run_1/cell_density.png
31 x 25 tiles, from dark blue (low) to red (high), 0 to 100% covered.
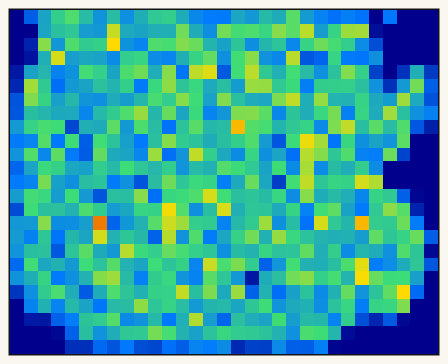
run_1/clk_routes.png
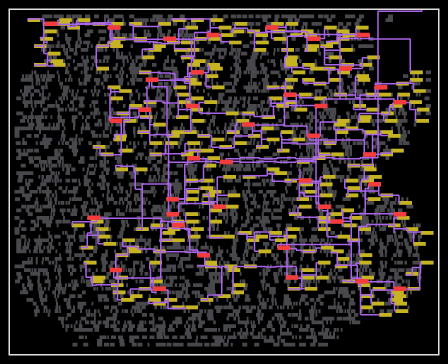
run_1/congestion.png
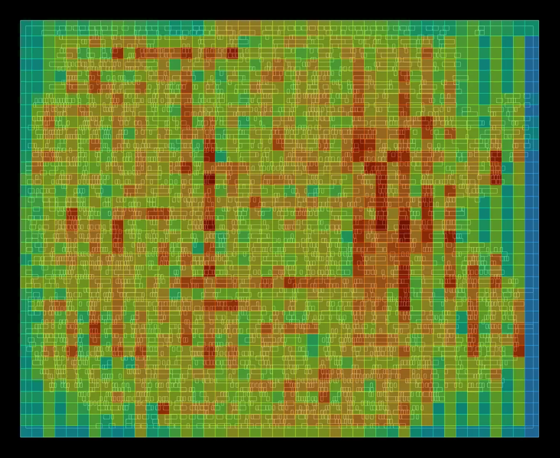
run_1/logic_types.png
Scale bar: 100 um.
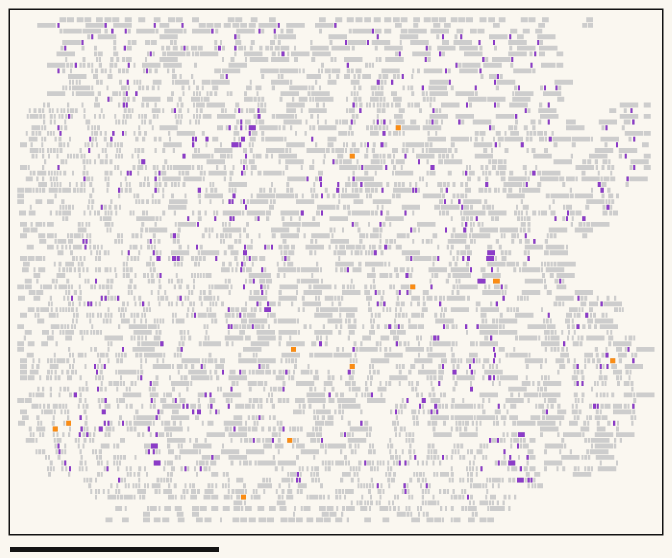
## config.mk

```make
export PLATFORM = sky130hd
export DESIGN_NAME = vector_division
export DESIGN_NICKNAME = d
export VERILOG_FILES = /design/src/rtl/vector_division_pkg.sv /design/src/rtl/sdiv_lane.sv /design/src/rtl/vector_division.sv
export SDC_FILE = /design/constraint.sdc
export NUM_CORES = 1
export LEC_CHECK = 0
export ABC_AREA = 1
export CORE_ASPECT_RATIO = 0.8
export CORE_MARGIN = 3
export CORE_UTILIZATION = 35
export CTS_CLUSTER_SIZE = 20
export DETAILED_ROUTE_END_ITERATION = 10
export PLACE_DENSITY_LB_ADDON = 0.05
export SETUP_SLACK_MARGIN = 0.2
export SLEW_MARGIN = 20
export SYNTH_ARGS = -nofsm -noshare
export SYNTH_HDL_FRONTEND = slang
export SYNTH_SLANG_ARGS = --single-unit
```

## constraint.sdc

```tcl
create_clock -name clk_100mhz -period 9.3 [get_ports clk_100mhz]
set_input_delay 0.93 -clock clk_100mhz [delete_from_list [all_inputs] [get_ports clk_100mhz]]
set_output_delay 0.93 -clock clk_100mhz [all_outputs]
set_load 0.005 [all_outputs]
```

## src/rtl/vector_division_pkg.sv

```systemverilog
// Shared sizing constants and FSM state type for the vector divider.
// Latency: n/a (definitions only).
// Backpressure: n/a (definitions only).
package vector_division_pkg;

  localparam int LANES = 4;
  localparam int WIDTH = 16;
  localparam int FRAC  = 8;
  // One quotient bit per DIVIDE cycle; equals WIDTH + FRAC at defaults.
  localparam int ITER  = 24;
  localparam int CNT_W = $clog2(ITER);

  typedef enum logic [1:0] {
    IDLE   = 2'd0,
    DIVIDE = 2'd1,
    FINISH = 2'd2
  } state_t;

endpackage

```

## src/rtl/sdiv_lane.sv

```systemverilog
// One signed fixed-point divider lane: operand select, restoring iteration, sign/saturate.
// Latency: result valid on q after load + ITER step cycles; q is combinational from lane state.
// Backpressure: none; the parent FSM sequences load/step and samples q when done.
module sdiv_lane
  import vector_division_pkg::*;
#(
  parameter int WIDTH = vector_division_pkg::WIDTH,
  parameter int FRAC  = vector_division_pkg::FRAC,
  parameter int ITER  = vector_division_pkg::ITER
) (
  input  logic                    clk_100mhz,
  input  logic                    reset,
  input  logic                    load,
  input  logic                    step,
  input  logic signed [WIDTH-1:0] a,
  input  logic signed [WIDTH-1:0] b,
  input  logic                    sel,
  output logic signed [WIDTH-1:0] q
);

  localparam logic signed [WIDTH-1:0] QMAX    = {1'b0, {(WIDTH-1){1'b1}}};
  localparam logic signed [WIDTH-1:0] QMIN    = {1'b1, {(WIDTH-1){1'b0}}};
  localparam logic [ITER-1:0]         POS_LIM = ITER'((64'd1 << (WIDTH-1)) - 64'd1);

  // Numerator/denominator are one bit wider so b-a never overflows.
  logic signed [WIDTH:0] n_s, d_s;
  logic        [WIDTH:0] n_abs, d_abs;

  // Lane state: quo starts as the shifted dividend and fills with quotient bits.
  logic [WIDTH:0]   dmag;
  logic [WIDTH:0]   rem;
  logic [ITER-1:0]  quo;
  logic             neg, nneg, nzero, dzero;

  logic [WIDTH+1:0] rem_sh, diff;
  logic             ge;
  logic [WIDTH:0]   rem_nx;

  // Select operands for the mode and take magnitudes.
  always_comb begin
    n_s   = sel ? ({b[WIDTH-1], b} - {a[WIDTH-1], a}) : {a[WIDTH-1], a};
    d_s   = sel ? {a[WIDTH-1], a} : {b[WIDTH-1], b};
    n_abs = n_s[WIDTH] ? (-n_s) : n_s;
    d_abs = d_s[WIDTH] ? (-d_s) : d_s;
  end

  // One restoring step: shift in the next dividend bit, subtract if it fits.
  always_comb begin
    rem_sh = {rem, quo[ITER-1]};
    diff   = rem_sh - {1'b0, dmag};
    ge     = ~diff[WIDTH+1];
    rem_nx = ge ? diff[WIDTH:0] : rem_sh[WIDTH:0];
  end

  // Capture operands on load, then iterate one quotient bit per step.
  always_ff @(posedge clk_100mhz or posedge reset) begin
    if (reset) begin
      dmag  <= '0;
      rem   <= '0;
      quo   <= '0;
      neg   <= 1'b0;
      nneg  <= 1'b0;
      nzero <= 1'b0;
      dzero <= 1'b0;
    end else if (load) begin
      dmag  <= d_abs;
      rem   <= '0;
      quo   <= ITER'({n_abs, {FRAC{1'b0}}});
      neg   <= n_s[WIDTH] ^ d_s[WIDTH];
      nneg  <= n_s[WIDTH];
      nzero <= (n_s == '0);
      dzero <= (d_s == '0);
    end else if (step) begin
      rem   <= rem_nx;
      quo   <= {quo[ITER-2:0], ge};
    end
  end

  // Apply sign to the magnitude quotient, saturate, and handle divide by zero.
  always_comb begin
    q = '0;
    if (dzero) begin
      if (nzero)     q = '0;
      else if (nneg) q = QMIN;
      else           q = QMAX;
    end else if (neg) begin
      if (quo > POS_LIM) q = QMIN;
      else               q = -quo[WIDTH-1:0];
    end else begin
      if (quo > POS_LIM) q = QMAX;
      else               q = quo[WIDTH-1:0];
    end
  end

endmodule

```

## src/rtl/vector_division.sv

```systemverilog
// Lockstep multi-lane signed divider (ratio a/b or return (b-a)/a) in fixed point.
// Latency: 25 cycles from acceptance to the one-cycle ready pulse; next accept one cycle later.
// Backpressure: none; valid is only sampled in IDLE, requests while busy are dropped.
module vector_division
  import vector_division_pkg::*;
#(
  parameter int LANES = vector_division_pkg::LANES,
  parameter int WIDTH = vector_division_pkg::WIDTH,
  parameter int FRAC  = vector_division_pkg::FRAC
) (
  input  logic                    clk_100mhz,
  input  logic                    reset,
  input  logic                    valid,
  input  logic signed [WIDTH-1:0] a [0:LANES-1],
  input  logic signed [WIDTH-1:0] b [0:LANES-1],
  input  logic                    sel,
  output logic signed [WIDTH-1:0] c [0:LANES-1],
  output logic                    ready
);

  state_t             state, state_nx;
  logic [CNT_W-1:0]   cnt;
  logic               load, step, finish;
  logic signed [WIDTH-1:0] lane_q [0:LANES-1];

  // Next-state and lane control decode.
  always_comb begin
    state_nx = state;
    load     = 1'b0;
    step     = 1'b0;
    finish   = 1'b0;
    case (state)
      IDLE: begin
        if (valid) begin
          load     = 1'b1;
          state_nx = DIVIDE;
        end
      end
      DIVIDE: begin
        step = 1'b1;
        if (cnt == CNT_W'(ITER - 1)) state_nx = FINISH;
      end
      FINISH: begin
        finish   = 1'b1;
        state_nx = IDLE;
      end
      default: state_nx = IDLE;
    endcase
  end

  // State register and iteration counter shared by all lanes.
  always_ff @(posedge clk_100mhz or posedge reset) begin
    if (reset) begin
      state <= IDLE;
      cnt   <= '0;
    end else begin
      state <= state_nx;
      if (load)      cnt <= '0;
      else if (step) cnt <= cnt + 1'b1;
    end
  end

  // Publish all lane results together and pulse ready for one cycle.
  always_ff @(posedge clk_100mhz or posedge reset) begin
    if (reset) begin
      ready <= 1'b0;
      for (int i = 0; i < LANES; i++) c[i] <= '0;
    end else begin
      ready <= finish;
      if (finish) begin
        for (int i = 0; i < LANES; i++) c[i] <= lane_q[i];
      end
    end
  end

  for (genvar i = 0; i < LANES; i++) begin : g_lane
    sdiv_lane #(
      .WIDTH (WIDTH),
      .FRAC  (FRAC),
      .ITER  (ITER)
    ) u_lane (
      .clk_100mhz (clk_100mhz),
      .reset      (reset),
      .load       (load),
      .step       (step),
      .a          (a[i]),
      .b          (b[i]),
      .sel        (sel),
      .q          (lane_q[i])
    );
  end

endmodule

```

==> qor.yml, run 1 <==
critical_path:
  crit_start: "state[0]"
  reg2reg_depth: 9
  r2r-end: "g_lane[1].u_lane.quo[8]"
synthesis:
  synth_flops: 320
  synthDominantCellAreaShare_pct: 30.54
  synthSimpleGateAreaFrac_pct: 28.96
  ys_sh_aoi_pct: 16.75
  ys_cells: 4011
  synth_top_cell_by_area: "dfrtp_1"
  yosysWarningCount: 0
  synth_chip_area_um2: 26220
  area_leaders: "dfrtp_1 31%, nand2_1 15%, inv_1 8.8%, o21ai_0 7.7%, ha_1 6.9%"
  synth.avg_cell_area_um2: 6.537
pwr:
  power_frac_comb_pct: 56.6
  swShare_pct: 47.34
  power-top-group: "combinational logic"
  cellLeakagePower_uw: 0.01526
  total_power_uw: 9381
  intPower_uw: 4940
  peakVddDrop_mv: 0.1346
worst_hold_path:
  whs_endpoint: "g_lane[2].u_lane.quo[23]"
  hp-class: "reg2reg"
floorplan:
  nWellTaps: 1001
  die_w_um: 312.0
timing:
  worstMarginPinSlew_ns: 1.126
  relSlewSlack_pct: 24.17
  setup_violations: 0
  fin_ws_ns: 4.564
final_layout:
  num-clock-buffers: 58
  lay_top_count: "nand2_1"
  multi_input_comb_cells: 2928
  final_util_pct: 40.94
  design_area_um2: 30270
  instances_no_fill: 5163
global_route:
  grt_max_degree: 147
  antenna_found_initial: 1
run_status:
  status: "completed"
job:
  maxCapViolations: 0
clock_network:
  cts_root_buf: "clkbuf_16"
  cts_num_sinks: 320
  cts-htree-levels: 2
route:
  routed-via-count: 25710
  initialDrtViolationCount: 1835
Back to the opening pictures, cell_density.png:
mean over tiles	37%
fullest tile	86%
nearly empty tiles	9.0%
tiles over 75% full	0.60%

Back to the opening pictures, clk_routes.png:
[clock wires] purple | length: 5,480 um
[clock drivers] red | count: 39
[flip-flops] yellow | count: 320
flops lie	widely spread
routed clock nets	40

Back to the opening pictures, congestion.png:
total track usage: 22.87%
DR WL/cell: 17.55 um
routing usage on met2: 32.63%
met1 usage: 36.24%
met3 Track Usage GR: 3.338%

Back to the opening pictures, logic_types.png:
family	colour	cells
AND-OR and OR-AND gates	orange	11
NOR gates	purple	402

==> run 1 -> run 2 <==
clock period = 3.85 ns   (was 9.3 ns; I/O delays follow)
run_2/wires.png
Scale bar: 100 um.
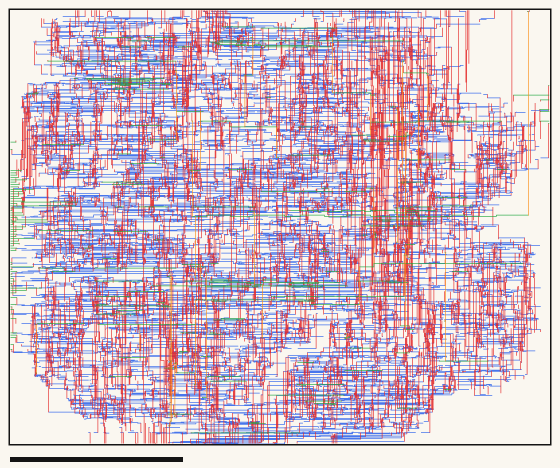
layer	colour	wire length
metal 1	blue	49.3 mm
metal 3	green	3,680 um
metal 4	orange	1,340 um
metal 2	red	36.5 mm

run_2/congestion.png
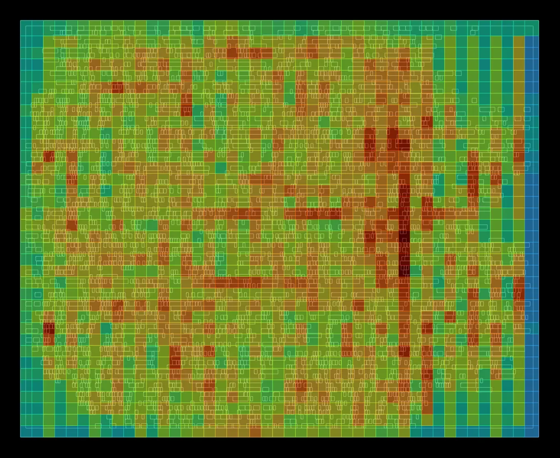
routing usage on met2: 33.09%
Final Util: 41.35%

==> qor.yml, run 2 <==
run_status:
  status: "completed"
worst_hold_path:
  hp-class: "in2async"
synthesis:
  ys_sh_aoi_pct: 16.75  # unchanged
  synth_top_cell_by_area: "dfrtp_1"
  synthSimpleGateAreaFrac_pct: 28.96  # unchanged
  yosysWarningCount: 0  # unchanged
  synth_chip_area_um2: 26220  # unchanged
job:
  maxCapViolations: 0  # unchanged
clock_network:
  cts-htree-levels: 2  # unchanged
  cts_num_sinks: 320  # unchanged
pwr:
  power-top-group: "combinational logic"
  peakVddDrop_mv: 0.4424  # +230%
  intPower_uw: 12230  # +150%
  total_power_uw: 22960  # +140%
  cellLeakagePower_uw: 0.01543  # +1.1%
timing:
  fin_ws_ns: 0.6592  # -3.905 ns
  relSlewSlack_pct: 34.38  # +10 points
  worstMarginPinSlew_ns: 0.9807  # -0.1448 ns
route:
  routed-via-count: 25640  # -0.27%
  routedWlPerCell_um: 17.52  # -0.13%
global_route:
  use_met1_pct: 36.63  # +0.39 points
  use_met3_pct: 2.687  # -0.65 points
  grt_max_degree: 199  # +35%
==> run 2 -> run 3 <==
clock period = 2.74 ns   (was 3.85 ns; I/O delays follow)
run_3/cell_density.png
31 x 25 tiles, from dark blue (low) to red (high), 0 to 100% covered.
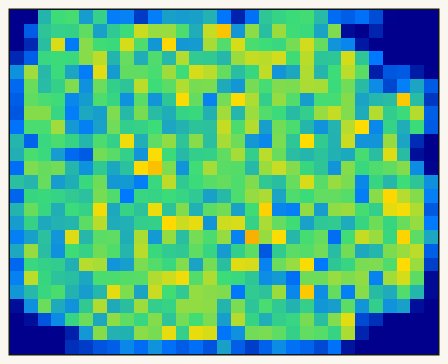
tiles over 75% full	1.5%
mean over tiles	43%
nearly empty tiles	6.8%
fullest tile	80%

run_3/congestion.png
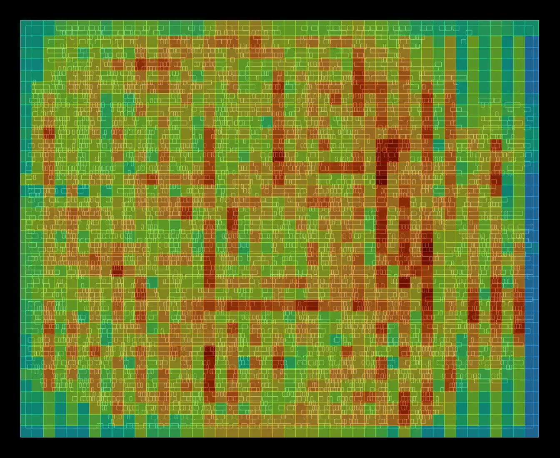
met1 usage: 37.13%
DR WL/cell: 17.05 um
GR peak layer: met1

==> qor.yml, run 3 <==
timing:
  worstMarginPinSlew_ns: 0.8387  # -0.1421 ns
  fin_tns_setup_ns: 0
  fin_ws_ns: 0.3218  # -0.3374 ns
  relSlewSlack_pct: 44.09  # +9.7 points
  setup_violations: 0
global_route:
  met2_usage_pct: 34.43  # +1.3 points
  groute.usage.overall_pct: 23.70
  use_met3_pct: 3.239  # +0.55 points
  grt_max_degree: 76  # -62%
critical_path:
  regToRegSetupSlack_ns: 0.33
  critPathMaxFanout: 3
  crit_family: "simple AND/OR/NAND/NOR gates"
final_layout:
  fill_cells: 7722
  num-clock-buffers: 55
  final_util_pct: 47.51  # +6.2 points
synthesis:
  syn_area_um2: 26220
  synthSimpleGateAreaFrac_pct: 28.96  # unchanged
  ys_sh_aoi_pct: 16.75  # unchanged
  xor_share_pct: 4.743
  synth_chip_area_um2: 26220  # unchanged
pwr:
  power-top-group: "combinational logic"
  cellLeakagePower_uw: 0.01774  # +15%
  intPower_uw: 20200  # +65%
  clkPwrFrac_pct: 16.4
  total_power_uw: 36610  # +59%
  peakVddDrop_mv: 0.4703  # +6.3%
run_status:
  status: "completed"
clock_network:
  cts-htree-levels: 2  # unchanged
  cts_num_sinks: 320  # unchanged
route:
  routed-via-count: 27250  # +6.3%
  met2_length_um: 39190
placement:
  place_area_um2: 32310
job:
  maxCapViolations: 0  # unchanged
worst_hold_path:
  hp-class: "in2async"
Power figures rest on the tool's default switching activity, not on a simulated workload.
